`config.mk`:
```
export PLATFORM = sky130hd
export DESIGN_NAME = bullet_ctrl
export DESIGN_NICKNAME = d
export VERILOG_FILES = /design/src/rtl/bullet_ctrl_pkg.sv /design/src/rtl/bullet_ctrl_timer.sv /design/src/rtl/bullet_ctrl.sv
export SDC_FILE = /design/constraint.sdc
export NUM_CORES = 1
export LEC_CHECK = 0
export CORE_UTILIZATION = 50
export DETAILED_ROUTE_END_ITERATION = 10
export PLACE_DENSITY = 0.83
export SYNTH_ARGS = -nofsm -noshare
export SYNTH_HDL_FRONTEND = slang
export SYNTH_SLANG_ARGS = --single-unit
```
`constraint.sdc`:
```
create_clock -name i_clk_36MHz -period 3.1 [get_ports i_clk_36MHz]
set_input_delay 0.31 -clock i_clk_36MHz [delete_from_list [all_inputs] [get_ports i_clk_36MHz]]
set_output_delay 0.31 -clock i_clk_36MHz [all_outputs]
set_load 0.01 [all_outputs]
```
`src/rtl/bullet_ctrl_pkg.sv`:
```
// Shared playfield geometry, bullet FSM encoding and small arithmetic helpers
// for the player-bullet controller.
package bullet_ctrl_pkg;

    localparam int GRID_COLS = 20;
    localparam int GRID_ROWS = 16;
    localparam int COL_W     = 5;
    localparam int ROW_W     = 4;
    localparam int SCORE_W   = 8;

    typedef enum logic [1:0] {
        ST_IDLE     = 2'd0,
        ST_LAUNCH   = 2'd1,
        ST_FLYING   = 2'd2,
        ST_COOLDOWN = 2'd3
    } state_e;

    // Two-digit BCD increment; 99 wraps to 00 without any binary intermediate.
    function automatic logic [SCORE_W-1:0] bcd_inc(input logic [SCORE_W-1:0] v);
        logic [3:0] units;
        logic [3:0] tens;
        units = v[3:0];
        tens  = v[7:4];
        if (units == 4'd9) begin
            units = 4'd0;
            tens  = (tens == 4'd9) ? 4'd0 : tens + 4'd1;
        end else begin
            units = units + 4'd1;
        end
        return {tens, units};
    endfunction

    function automatic logic [COL_W-1:0] clamp_col(input logic [COL_W-1:0] x,
                                                   input logic [COL_W-1:0] max_x);
        return (x > max_x) ? max_x : x;
    endfunction

endpackage

```
`src/rtl/bullet_ctrl_timer.sv`:
```
// Free-running step timer: one-cycle registered tick every PERIOD_US
// microseconds, derived from CLKS_PER_US system clocks per microsecond.
module timer_1us
    import bullet_ctrl_pkg::*;
#(
    parameter int PERIOD_US   = 20000,
    parameter int CLKS_PER_US = 36
) (
    input  logic i_clk,
    input  logic i_reset,
    output logic o_tick
);

    localparam int US_W  = (CLKS_PER_US > 1) ? $clog2(CLKS_PER_US) : 1;
    localparam int PER_W = (PERIOD_US > 1) ? $clog2(PERIOD_US) : 1;
    localparam logic [US_W-1:0]  US_LAST  = US_W'(CLKS_PER_US - 1);
    localparam logic [PER_W-1:0] PER_LAST = PER_W'(PERIOD_US - 1);

    logic [US_W-1:0]  us_cnt_q,  us_cnt_d;
    logic [PER_W-1:0] per_cnt_q, per_cnt_d;
    logic             tick_q,    tick_d;

    always_comb begin
        us_cnt_d  = us_cnt_q + US_W'(1);
        per_cnt_d = per_cnt_q;
        tick_d    = 1'b0;
        if (us_cnt_q == US_LAST) begin
            us_cnt_d = '0;
            if (per_cnt_q == PER_LAST) begin
                per_cnt_d = '0;
                tick_d    = 1'b1;
            end else begin
                per_cnt_d = per_cnt_q + PER_W'(1);
            end
        end
    end

    always_ff @(posedge i_clk or negedge i_reset) begin
        if (!i_reset) begin
            us_cnt_q  <= '0;
            per_cnt_q <= '0;
            tick_q    <= 1'b0;
        end else begin
            us_cnt_q  <= us_cnt_d;
            per_cnt_q <= per_cnt_d;
            tick_q    <= tick_d;
        end
    end

    assign o_tick = tick_q;

endmodule

```
`src/rtl/bullet_ctrl.sv`:
```
// Player-bullet controller: launches one bullet from the player column, steps
// it up the grid on timer ticks, consumes the invaders hit flag, keeps a BCD score.
module bullet_ctrl
    import bullet_ctrl_pkg::*;
#(
    parameter int BULLET_SPEED   = 20000,
    parameter int START_Y        = GRID_ROWS - 2,
    parameter int COOLDOWN_TICKS = 2,
    parameter int MAX_X          = GRID_COLS - 1,
    parameter int CLKS_PER_US    = 36
) (
    input  logic         i_clk_36MHz,
    input  logic         i_reset,
    input  logic         i_fire,
    input  logic [4:0]   i_player_x,
    input  logic         i_hit,
    output logic [4:0]   o_bullet_x,
    output logic [3:0]   o_bullet_y,
    output logic         o_bullet_active,
    output logic [7:0]   o_score
);

    localparam int CD_W = (COOLDOWN_TICKS > 1) ? $clog2(COOLDOWN_TICKS) : 1;
    localparam logic [CD_W-1:0]  CD_LAST = CD_W'(COOLDOWN_TICKS - 1);
    localparam logic [COL_W-1:0] X_MAX   = COL_W'(MAX_X);
    localparam logic [ROW_W-1:0] Y_START = ROW_W'(START_Y);

    logic step_tick;

    timer_1us #(
        .PERIOD_US   (BULLET_SPEED),
        .CLKS_PER_US (CLKS_PER_US)
    ) u_step_timer (
        .i_clk   (i_clk_36MHz),
        .i_reset (i_reset),
        .o_tick  (step_tick)
    );

    logic               fire_s1_q,   fire_s1_d;
    logic               fire_s2_q,   fire_s2_d;
    logic               fire_s3_q,   fire_s3_d;
    logic               fire_edge_q, fire_edge_d;
    state_e             state_q,     state_d;
    logic [COL_W-1:0]   x_q,         x_d;
    logic [ROW_W-1:0]   y_q,         y_d;
    logic               active_q,    active_d;
    logic [SCORE_W-1:0] score_q,     score_d;
    logic [CD_W-1:0]    cd_cnt_q,    cd_cnt_d;

    always_comb begin
        // i_fire is asynchronous: two sync flops, then a registered rising edge.
        fire_s1_d   = i_fire;
        fire_s2_d   = fire_s1_q;
        fire_s3_d   = fire_s2_q;
        fire_edge_d = fire_s2_q & ~fire_s3_q;

        state_d  = state_q;
        x_d      = x_q;
        y_d      = y_q;
        active_d = active_q;
        score_d  = score_q;
        cd_cnt_d = cd_cnt_q;

        case (state_q)
            ST_IDLE: begin
                if (fire_edge_q) begin
                    state_d  = ST_LAUNCH;
                    x_d      = clamp_col(i_player_x, X_MAX);
                    y_d      = Y_START;
                    active_d = 1'b1;
                end
            end
            ST_LAUNCH: begin
                state_d = ST_FLYING;
            end
            ST_FLYING: begin
                // A hit outranks a coincident step, so y is not decremented then.
                if (i_hit) begin
                    state_d  = ST_COOLDOWN;
                    x_d      = '0;
                    y_d      = '0;
                    active_d = 1'b0;
                    score_d  = bcd_inc(score_q);
                    cd_cnt_d = '0;
                end else if (step_tick) begin
                    if (y_q == '0) begin
                        state_d  = ST_COOLDOWN;
                        x_d      = '0;
                        y_d      = '0;
                        active_d = 1'b0;
                        cd_cnt_d = '0;
                    end else begin
                        y_d = y_q - ROW_W'(1);
                    end
                end
            end
            ST_COOLDOWN: begin
                if (step_tick) begin
                    if (cd_cnt_q == CD_LAST) begin
                        state_d  = ST_IDLE;
                        cd_cnt_d = '0;
                    end else begin
                        cd_cnt_d = cd_cnt_q + CD_W'(1);
                    end
                end
            end
            default: begin
                state_d = ST_IDLE;
            end
        endcase
    end

    always_ff @(posedge i_clk_36MHz or negedge i_reset) begin
        if (!i_reset) begin
            fire_s1_q   <= 1'b0;
            fire_s2_q   <= 1'b0;
            fire_s3_q   <= 1'b0;
            fire_edge_q <= 1'b0;
            state_q     <= ST_IDLE;
            x_q         <= '0;
            y_q         <= '0;
            active_q    <= 1'b0;
            score_q     <= '0;
            cd_cnt_q    <= '0;
        end else begin
            fire_s1_q   <= fire_s1_d;
            fire_s2_q   <= fire_s2_d;
            fire_s3_q   <= fire_s3_d;
            fire_edge_q <= fire_edge_d;
            state_q     <= state_d;
            x_q         <= x_d;
            y_q         <= y_d;
            active_q    <= active_d;
            score_q     <= score_d;
            cd_cnt_q    <= cd_cnt_d;
        end
    end

    assign o_bullet_x      = x_q;
    assign o_bullet_y      = y_q;
    assign o_bullet_active = active_q;
    assign o_score         = score_q;

endmodule

```
**Run 1: metal 1**

Supply wires on this layer in gray.
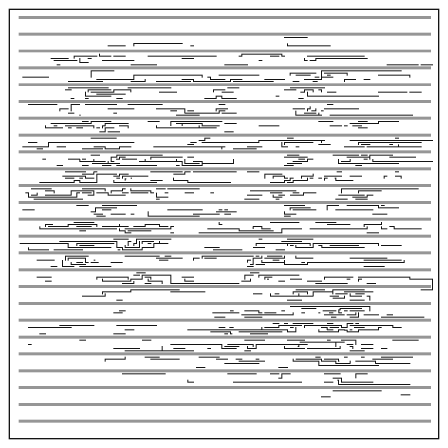
longest straight run: 16.1 um
nets with wire on the layer: 229

**Run 1: signal wires on met2**

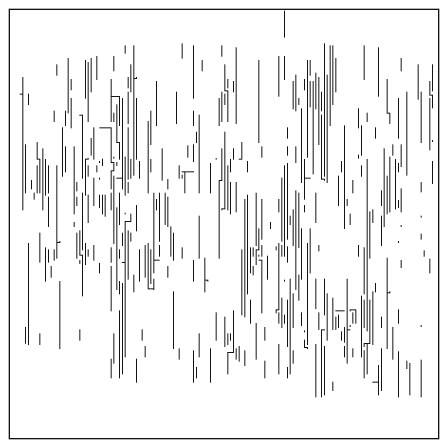
share of all routed wire: 45%
nets with wire on the layer: 216
main direction: vertical

==> flow_summary.ini, run 1 <==
; implementation run metrics
[timing]
hold_viol_final = 0
fin_tns_setup_ps = 0
setup_viol = 0
clock_skew_ps = 5.29

[route]
drcViolationCount = 0
dr.pass1.iters = 4
wire_per_inst_um = 13.2
route.met3.wl_um = 195

[final_layout]
finalInstanceArea_mm2 = 0.00264
mostFrequentLayoutCell = dfrtp_1
largest_reg_flops = 15
fin_cells = 297
nets = 263
area_growth_pct = 17.0
diodes = 0

[global_route]
use_met1_pct = 25.0
overflow = 0
use_met3_pct = 3.49
grt_pass1_wl_um = 6870
antenna_found_initial = 0

[setup_path]
crit_family = simple AND/OR/NAND/NOR gates
cp-end-kind = flop
max_stage_delay_ps = 430
ff2ff_setup_slack_ps = 1020
cp_cell_sequence = inv_1 -> ha_1 -> nand3_2 -> nor4_2 -> o21ai_1 -> a221o_1

[synthesis]
ff_type = dfrtp_1
synth_chip_area_mm2 = 0.00226
ys_cells = 215
syn_avg_cell_area_um2 = 10.5
yosys_warnings = 0
ys_sh_adder_pct = 4.43
postSynthSeqShare_pct = 52.1

[min_path]
hp-class = in -> async

[clock_network]
clkTransAtPathRegs_ps = 80
cts_made_buffers = 5
cts_buffer_depth = 2
cts.sinks = 47
clkLatencyLatePin_ps = 300
cts_hold_buf = 0

[placed_design]
dpl-instance-area_mm2 = 0.00257
gpl.final_weighted_congestion = 0.757

[status]
outcome = complete, no violations

[power]
powerComb_mw = 0.660

[job]
warning_count = 30
drv_cap = 0
**Run 1: the metal 3 layer**

Scale bar: 20 um.
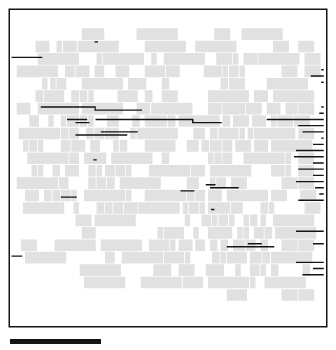
wire length on this layer: 195 um
longest straight run: 21.2 um
nets with wire on the layer: 37
main direction: horizontal
share of all routed wire: 5.0%

-- run 1: layout make-up --
cell class	instances	area (um^2)	area share [%]
repair buffers	26	255	9.66
inverters	13	48.8	1.85
flip-flops and latches	47	1180	44.5
well taps	52	65.1	2.46
multi-input cells	153	1020	38.7
clock buffers	6	72.6	2.75
-- run 1: cells in the mapped netlist, types with 4 or more instances --
library cell	instances	area share, %
or3_1	4	1.1
nor2b_1	4	1.1
nand2_1	19	3.2
dfrtp_1	47	52
nand4_1	5	1.4
nand2b_1	4	1.1
a21oi_1	7	1.6
nand3_1	8	1.8
o21ai_0	15	3.3
inv_1	13	2.2
nor2_1	15	2.5
ha_1	8	4.4
xnor2_1	10	3.9
==> run 2, diff against run 1 <==
--- a/config.mk
+++ b/config.mk
@@ -7,7 +7,7 @@
 export LEC_CHECK = 0
 export CORE_UTILIZATION = 50
 export DETAILED_ROUTE_END_ITERATION = 10
-export PLACE_DENSITY = 0.83
+export PLACE_DENSITY = 0.86
 export SYNTH_ARGS = -nofsm -noshare
 export SYNTH_HDL_FRONTEND = slang
 export SYNTH_SLANG_ARGS = --single-unit
==> constraint.sdc (replaced) <==
create_clock -name i_clk_36MHz -period 1.73 [get_ports i_clk_36MHz]
set_input_delay 0.173 -clock i_clk_36MHz [delete_from_list [all_inputs] [get_ports i_clk_36MHz]]
set_output_delay 0.173 -clock i_clk_36MHz [all_outputs]
set_load 0.01 [all_outputs]
==> run 2 against run 1 <==
First-iteration DRC count is 6.1% higher. Worst hold slack improved by 120 ps. Clock power is 150% higher. Sequential share of layout area down 4.5 points. Critical path depth shrank 1. Cell count rose by 8.4%. Wire length grew 10%. Combinational power increased by 100%. Fmax rose by 24%. Critical endpoint is now u_step_timer.per_cnt_q[4]. Largest cell class unchanged. Highest routed layer unchanged.
==> flow_summary.ini, run 2 <==
; implementation run metrics
[synthesis]
async_reset_ff_share_pct = 100
yosys_warnings = 0
syn_avg_cell_area_um2 = 10.5
logic_family = simple AND/OR/NAND/NOR gates
postSynthSeqShare_pct = 52.1
synth_top_area_share_pct = 52.1
top_cell = dfrtp_1
yosysTopAreaCell = dfrtp_1
ff_type = dfrtp_1
synth_chip_area_mm2 = 0.00226
synthTopCellsByCount = dfrtp_1, nand2_1, nor2_1, o21ai_0, inv_1
ys_cells = 215
ys_sh_adder_pct = 4.43
topCellsByArea = dfrtp_1, ha_1, xnor2_1, o21ai_0, nand2_1

[final_layout]
nFlopsAndLatches = 47
clock_area_share_pct = 3.96
non_clock_inverter_count = 13
largest_class = flip-flops and latches
comb_share_pct = 37.5
post-route-util_pct = 67.5
largest_reg_flops = 15
num-fill-cells = 318
comb_cells = 153
regArea_mm2 = 0.00118
nets = 286
clkbuf_count = 5
finalInstanceArea_mm2 = 0.00294
combGateArea_mm2 = 0.00110
mostFrequentLayoutCell = dfrtp_1
bufAreaShareNonClock_pct = 14.6
diodes = 0
area_growth_pct = 30.3
seq_share_pct = 40.0
fin_cells = 322
buffers_excl_clock = 49

[route]
dr.pass1.iters = 4
wirelength_um = 4330
wire_per_inst_um = 13.5
drcViolationCount = 0

[timing]
relSlewSlack_pct = 62.2
period_used_pct = 97.1
clock_skew_ps = 12.6
fmax_ghz = 0.595
setup_slack_ps = 50.1
fin_tns_setup_ps = 0
hold_viol_final = 0
setup_viol = 0
worstMarginPinSlew_ps = 567

[floorplanning]
nWellTaps = 52

[clock_network]
cts_buffer_depth = 2
cts_made_buffers = 5
clkTransAtPathRegs_ps = 90
clkLatencyLatePin_ps = 310
h-tree-depth = 2
cts.sinks = 47

[global_route]
overflow = 0
grt_pass1_wl_um = 7550
antenna_found_initial = 0
grt_pass1_vias = 1713

[setup_path]
cp-end-kind = flop
critPathKind = reg -> reg
crit_family = simple AND/OR/NAND/NOR gates
cp_cell_sequence = ha_4 -> or3b_4 -> nor3b_4 -> nand4_1 -> xnor2_1
crit_buf_inv = 0
ff2ff_setup_slack_ps = 50
max_stage_delay_ps = 410

[placed_design]
dpl-instance-area_mm2 = 0.00270
gpl.final_weighted_congestion = 0.788

[job]
drv_cap = 0
warning_count = 31

[power]
p_leak_nw = 1.30
p_seq_share_pct = 40.5
powerComb_mw = 1.35

[min_path]
hp-class = in -> reg

[status]
outcome = complete, no violations
-- run 2: cell count changes in the layout (fill, tap and decap cells not counted), moves of 2 or more --
| cell | delta |
|---|---|
| ha_1 | -2 |
| nor2_1 | -3 |
| buf_4 | +22 |
| nor4_1 | -2 |
| nor2_2 | +3 |
-- run 2: timing repair --
action | in CTS | in global routing
resized | 4 | 14
endpoints found under the setup margin | 5 | 21
hold endpoints to repair | 47 | 0
setup buffers | 2 | 3
hold buffers | 1 | 0
pin swaps | 1 | 5
-- run 2: layer usage --
layer / wire (um) / GRT usage [%] / vias to the layer above
li1: - / - / 871
met1: 1860 / 24.1 / 857
met2: 2180 / 32.9 / 40
met3: 213 / 5.81 / 8
met4: 81 / 9.75 / 0
met5: 0 / 0 / -
**Run 2: gate-type map**

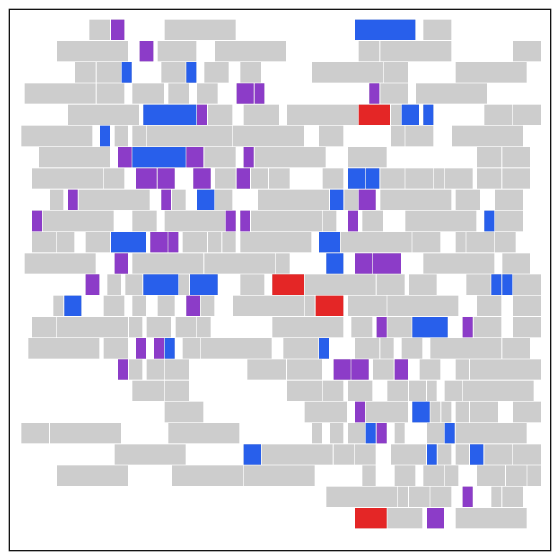
[blue] nor cells | cells: 30 | most used: nor2_1 | where: all over the die
[purple] nand cells | cells: 39 | most used: nand2_1
[red] mux cells | cells: 4 | most used: mux2_2

Power figures rest on the tool's default switching activity, not on a simulated workload.
